`src/rtl/pkt_loader_pkg.sv`:
```
`default_nettype none
// +----------------------------------------------------------------------+
// | pkt_loader_pkg : shared loader state type and bus/size constants     |
// | Rev 1.0                                                              |
// +----------------------------------------------------------------------+
package pkt_loader_pkg;

  localparam int   HDR_MAX_LEN = 16;
  localparam int   BYTE_BUS    = 8;
  localparam logic TRUE        = 1'b1;
  localparam logic FALSE       = 1'b0;

  typedef enum logic [1:0] {
    IDLE      = 2'd0,
    RECV      = 2'd1,
    WAIT_ACK  = 2'd2,
    WAIT_DONE = 2'd3
  } loader_state_t;

endpackage
`default_nettype wire

```
`src/rtl/loader_proc_hs.sv`:
```
`default_nettype none
// +----------------------------------------------------------------------+
// | loader_proc_hs : start/ready handshake with proc, done pulse         |
// | Rev 1.0                                                              |
// +----------------------------------------------------------------------+
module loader_proc_hs
  import pkt_loader_pkg::*;
(
  input  logic clk,
  input  logic rst,
  input  logic go_i,
  input  logic proc_ready_i,
  output logic proc_start_o,
  output logic done_o,
  output logic release_o
);

  loader_state_t state_q, state_d;
  logic          done_q, done_d;

  always_ff @(posedge clk) begin
    if (rst) begin
      state_q <= IDLE;
      done_q  <= FALSE;
    end else begin
      state_q <= state_d;
      done_q  <= done_d;
    end
  end

  // WAIT_ACK ignores a ready left high by proc's previous packet.
  always_comb begin
    state_d      = state_q;
    done_d       = FALSE;
    release_o    = FALSE;
    proc_start_o = FALSE;
    case (state_q)
      IDLE: begin
        if (go_i) state_d = WAIT_ACK;
      end
      WAIT_ACK: begin
        proc_start_o = TRUE;
        if (!proc_ready_i) state_d = WAIT_DONE;
      end
      WAIT_DONE: begin
        proc_start_o = TRUE;
        if (proc_ready_i) begin
          state_d   = IDLE;
          done_d    = TRUE;
          release_o = TRUE;
        end
      end
      default: state_d = IDLE;
    endcase
  end

  assign done_o = done_q;

endmodule
`default_nettype wire

```
`src/rtl/pkt_loader.sv`:
```
`default_nettype none
// +----------------------------------------------------------------------+
// | pkt_loader : captures packet header bytes and hands them to proc.    |
// | Optional LOADER_STATS_EN adds packet/trunc/byte counters. Rev 1.0    |
// +----------------------------------------------------------------------+
module pkt_loader
  import pkt_loader_pkg::*;
#(
  parameter int HDR_MAX = HDR_MAX_LEN,
  parameter int LEN_W   = 16
) (
  input  logic                clk,
  input  logic                rst,
  input  logic                in_valid_i,
  input  logic [BYTE_BUS-1:0] in_data_i,
  input  logic                in_last_i,
  output logic                in_ready_o,
  output logic [BYTE_BUS-1:0] pkt_hdr_o [0:HDR_MAX-1],
  output logic [LEN_W-1:0]    pkt_len_o,
  output logic                trunc_o,
  output logic                proc_start_o,
  input  logic                proc_ready_i,
  output logic                done_o
`ifdef LOADER_STATS_EN
  ,
  output logic [31:0]         stat_pkts_o,
  output logic [31:0]         stat_trunc_o,
  output logic [31:0]         stat_bytes_o
`endif
);

  localparam int               IDX_W     = (HDR_MAX > 1) ? $clog2(HDR_MAX) : 1;
  localparam logic [LEN_W-1:0] LEN_MAX   = '1;
  localparam logic [LEN_W-1:0] HDR_MAX_L = LEN_W'(HDR_MAX);

  // WAIT_ACK here spans both handshake phases; loader_proc_hs splits them.
  loader_state_t       state_q, state_d;
  logic [BYTE_BUS-1:0] hdr_q [0:HDR_MAX-1];
  logic [BYTE_BUS-1:0] hdr_d [0:HDR_MAX-1];
  logic [LEN_W-1:0]    len_q, len_d;
  logic                trunc_q, trunc_d;
  logic                in_ready_q, in_ready_d;
  logic                xfer_w, go_w, release_w;

  assign xfer_w = in_valid_i && in_ready_q;

  always_ff @(posedge clk) begin
    if (rst) begin
      state_q    <= IDLE;
      hdr_q      <= '{default: '0};
      len_q      <= '0;
      trunc_q    <= FALSE;
      in_ready_q <= FALSE;
    end else begin
      state_q    <= state_d;
      hdr_q      <= hdr_d;
      len_q      <= len_d;
      trunc_q    <= trunc_d;
      in_ready_q <= in_ready_d;
    end
  end

  // len_q is zero in IDLE, so byte 0 shares the RECV write path.
  always_comb begin
    state_d = state_q;
    hdr_d   = hdr_q;
    len_d   = len_q;
    trunc_d = trunc_q;
    go_w    = FALSE;
    case (state_q)
      IDLE, RECV: begin
        if (xfer_w) begin
          if (len_q < HDR_MAX_L) hdr_d[len_q[IDX_W-1:0]] = in_data_i;
          else                   trunc_d = TRUE;
          if (len_q != LEN_MAX) len_d = len_q + LEN_W'(1);
          if (in_last_i) begin
            state_d = WAIT_ACK;
            go_w    = TRUE;
          end else begin
            state_d = RECV;
          end
        end
      end
      WAIT_ACK: begin
        if (release_w) begin
          state_d = IDLE;
          hdr_d   = '{default: '0};
          len_d   = '0;
          trunc_d = FALSE;
        end
      end
      default: state_d = IDLE;
    endcase
    in_ready_d = (state_d == IDLE) || (state_d == RECV);
  end

  loader_proc_hs u_hs (
    .clk          (clk),
    .rst          (rst),
    .go_i         (go_w),
    .proc_ready_i (proc_ready_i),
    .proc_start_o (proc_start_o),
    .done_o       (done_o),
    .release_o    (release_w)
  );

  assign in_ready_o = in_ready_q;
  assign pkt_hdr_o  = hdr_q;
  assign pkt_len_o  = len_q;
  assign trunc_o    = trunc_q;

`ifdef LOADER_STATS_EN
  logic [31:0] stat_pkts_q, stat_trunc_q, stat_bytes_q;

  always_ff @(posedge clk) begin
    if (rst) begin
      stat_pkts_q  <= '0;
      stat_trunc_q <= '0;
      stat_bytes_q <= '0;
    end else begin
      if (xfer_w) stat_bytes_q <= stat_bytes_q + 32'd1;
      if (release_w) begin
        stat_pkts_q <= stat_pkts_q + 32'd1;
        if (trunc_q) stat_trunc_q <= stat_trunc_q + 32'd1;
      end
    end
  end

  assign stat_pkts_o  = stat_pkts_q;
  assign stat_trunc_o = stat_trunc_q;
  assign stat_bytes_o = stat_bytes_q;
`endif

endmodule
`default_nettype wire

```
`config.mk`:
```
export PLATFORM = sky130hd
export DESIGN_NAME = pkt_loader
export DESIGN_NICKNAME = d
export VERILOG_FILES = /design/src/rtl/pkt_loader_pkg.sv /design/src/rtl/loader_proc_hs.sv /design/src/rtl/pkt_loader.sv
export SDC_FILE = /design/constraint.sdc
export NUM_CORES = 1
export LEC_CHECK = 0
export CAP_MARGIN = 20
export CORE_AREA = 2 2 153 155
export CTS_CLUSTER_SIZE = 10
export DETAILED_ROUTE_END_ITERATION = 10
export DIE_AREA = 0 0 155 157
export SETUP_SLACK_MARGIN = 0.05
export SLEW_MARGIN = 20
export SYNTH_ARGS = -nofsm -noshare
export SYNTH_HDL_FRONTEND = slang
export SYNTH_HIERARCHICAL = 1
export SYNTH_SLANG_ARGS = --single-unit
```
`constraint.sdc`:
```
create_clock -name clk -period 2.12 [get_ports clk]
set_input_delay 0.212 -clock clk [delete_from_list [all_inputs] [get_ports clk]]
set_output_delay 0.212 -clock clk [all_outputs]
set_load 0.01 [all_outputs]
```
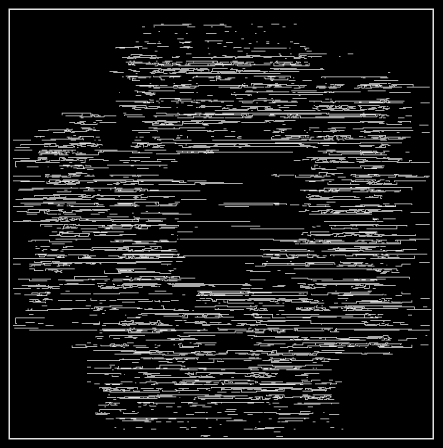
Fig. 1. Signal wires on met1.
The wires run mostly horizontal. 950 nets have wire on it.
Routed Wire Length: 24.4 mm
Vias: 7235
global routing usage on met1: 27.3%

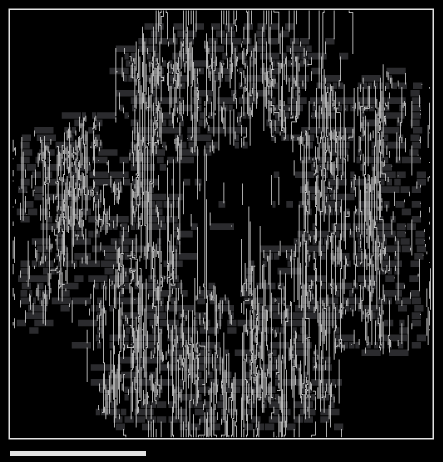
Fig. 2. Met2 routing.
The bar under the picture is 50 µm long. Cells faint in the background.
The layer holds 46% of the routed length. The longest straight run is 51.3 µm. The layer carries 11300 µm of wire. 796 nets have wire on it. The wires run mostly vertical.
met2 usage: 30.3%

==> GITHUB_STEP_SUMMARY <==
### Flow metrics

| Metric | Value |
|---|---|
| Status | completed |
| Worst setup path start | state_q[1] |
| Busiest layer in global routing | met2 |
| Storage element area | 3020 µm² |
| # diodes | 0 |
| Final RePlAce weighted congestion | 0.836 |
| Routed Antenna Nets | 0 |
| H-Tree Depth | 4 |
| Comb group | 0.000518 W |
| Clock sinks | 151 |
| Count of library flops with an enable pin | 0 |
| Critical path arrival | 2.29 ns |
| Number of cells in Yosys stat | 913 |
| CTS tree | done |
| Place WS | -0.0514 ns |
| First-pass GRT wire length | around 38 mm |
| Fill count | roughly 2200 |
| Top power group | the clock network |
| Max_cap viols | 0 |
| Finish-stage setup viols | 0 |
| Invs w/o clock | 4 |
| Well Taps | between 200 and 300 |
| XOR/XNOR share of the synthesized area | 0% |
| Final worst-path cycle share | 92.0% |
| Post-synth net total | 930 |
| Aoi share | a little over a fifth |
| Setup slack, reg-to-reg | 0.17 ns |
| Synth Instances | 913 |
| Crit path max-delay family | buffers and inverters |
| Max reg flops | 128 |
| Layout Skew | between 0.009 and 0.01 ns |
| Comb area leader | simple AND/OR/NAND/NOR gates |
| Final-report max-slew violation count | 0 |
| Clock group | approximately 0.0033 W |
| Post-cts resize count | 0 |
| Area delta synth->final | 35.2% |
| Mux cell area share | 0% |
| Post-route setup slack | 0.169 ns |
| Largest net degree at the start of global routing | 131 |
| Unique cell types | 52 |
| Width of the die | 155 µm |
| LEAKAGE | between 3 and 4 nW |
| Critical path depth | 7 |
| CP Capture Type | register |
| Core box area | 22500 µm² |
| Commonest cells post-synth | 151 x dfxtp_1, 141 x a21oi_1, 130 x nand3_1 |
| Setup Buffers After CTS | 0 |
| Worst path max stage delay | between 0.5 and 0.6 ns |
| Adder-Cell Fraction of Synth Area | less than 1% |
| Yosys warns | 6 |
| Worst Hold Launch | rst |
| Layout clock buffer count | 19 |
| Net Sw Frac | 24.4% |
| Tool warnings | 31 |
| TritonRoute pass-1 iters | 5 |
| Comb/total area | about two fifths |
| Main flop type | dfxtp_1 |
| Most used cell, CP | buf_4 |
| Row Count | approximately 55 |
| Drt wl/cell | about 18 µm |
| Initial Utilization | 32.6% |
| Tmin final | 1.95 ns |
| DR top layer | met4 |
| Critical Path RT | 2.46 ns |
| Share of cells above drive strength 1 | a little under a tenth |
| Area after DPL | 9250 µm² |
| Worst Hold Endpoint | pkt_len_o[5] |
| Signal buffers | about 200 |
[placed cells by master, fill, tap and decap left out, types with 11 or more instances in the layout]
| cell type | count |
|---|---|
| a21oi_1 | 141 |
| o21ai_0 | 16 |
| buf_4 | 33 |
| clkdlybuf4s50_1 | 159 |
| o21ai_1 | 111 |
| nor2_1 | 11 |
| and2_1 | 126 |
| clkbuf_16 | 17 |
| dfxtp_1 | 151 |
| nand3_1 | 130 |
| and4_1 | 19 |
| nand4_1 | 15 |
[through the flow]
stage	utilization (%)	cells	total power [W]	TNS, ns
finish	44.0	1328	0.00664	0
global route	44.0	1328	0.00685	0
CTS	43.9	1324	0.00668	0
detailed placement	41.1	1292	0.00345	-0.117
global placement	41.1	1292	0.00345	-0.0487
floorplan	-	913	0.00323	0
Power is estimated from default activity; no workload was simulated.
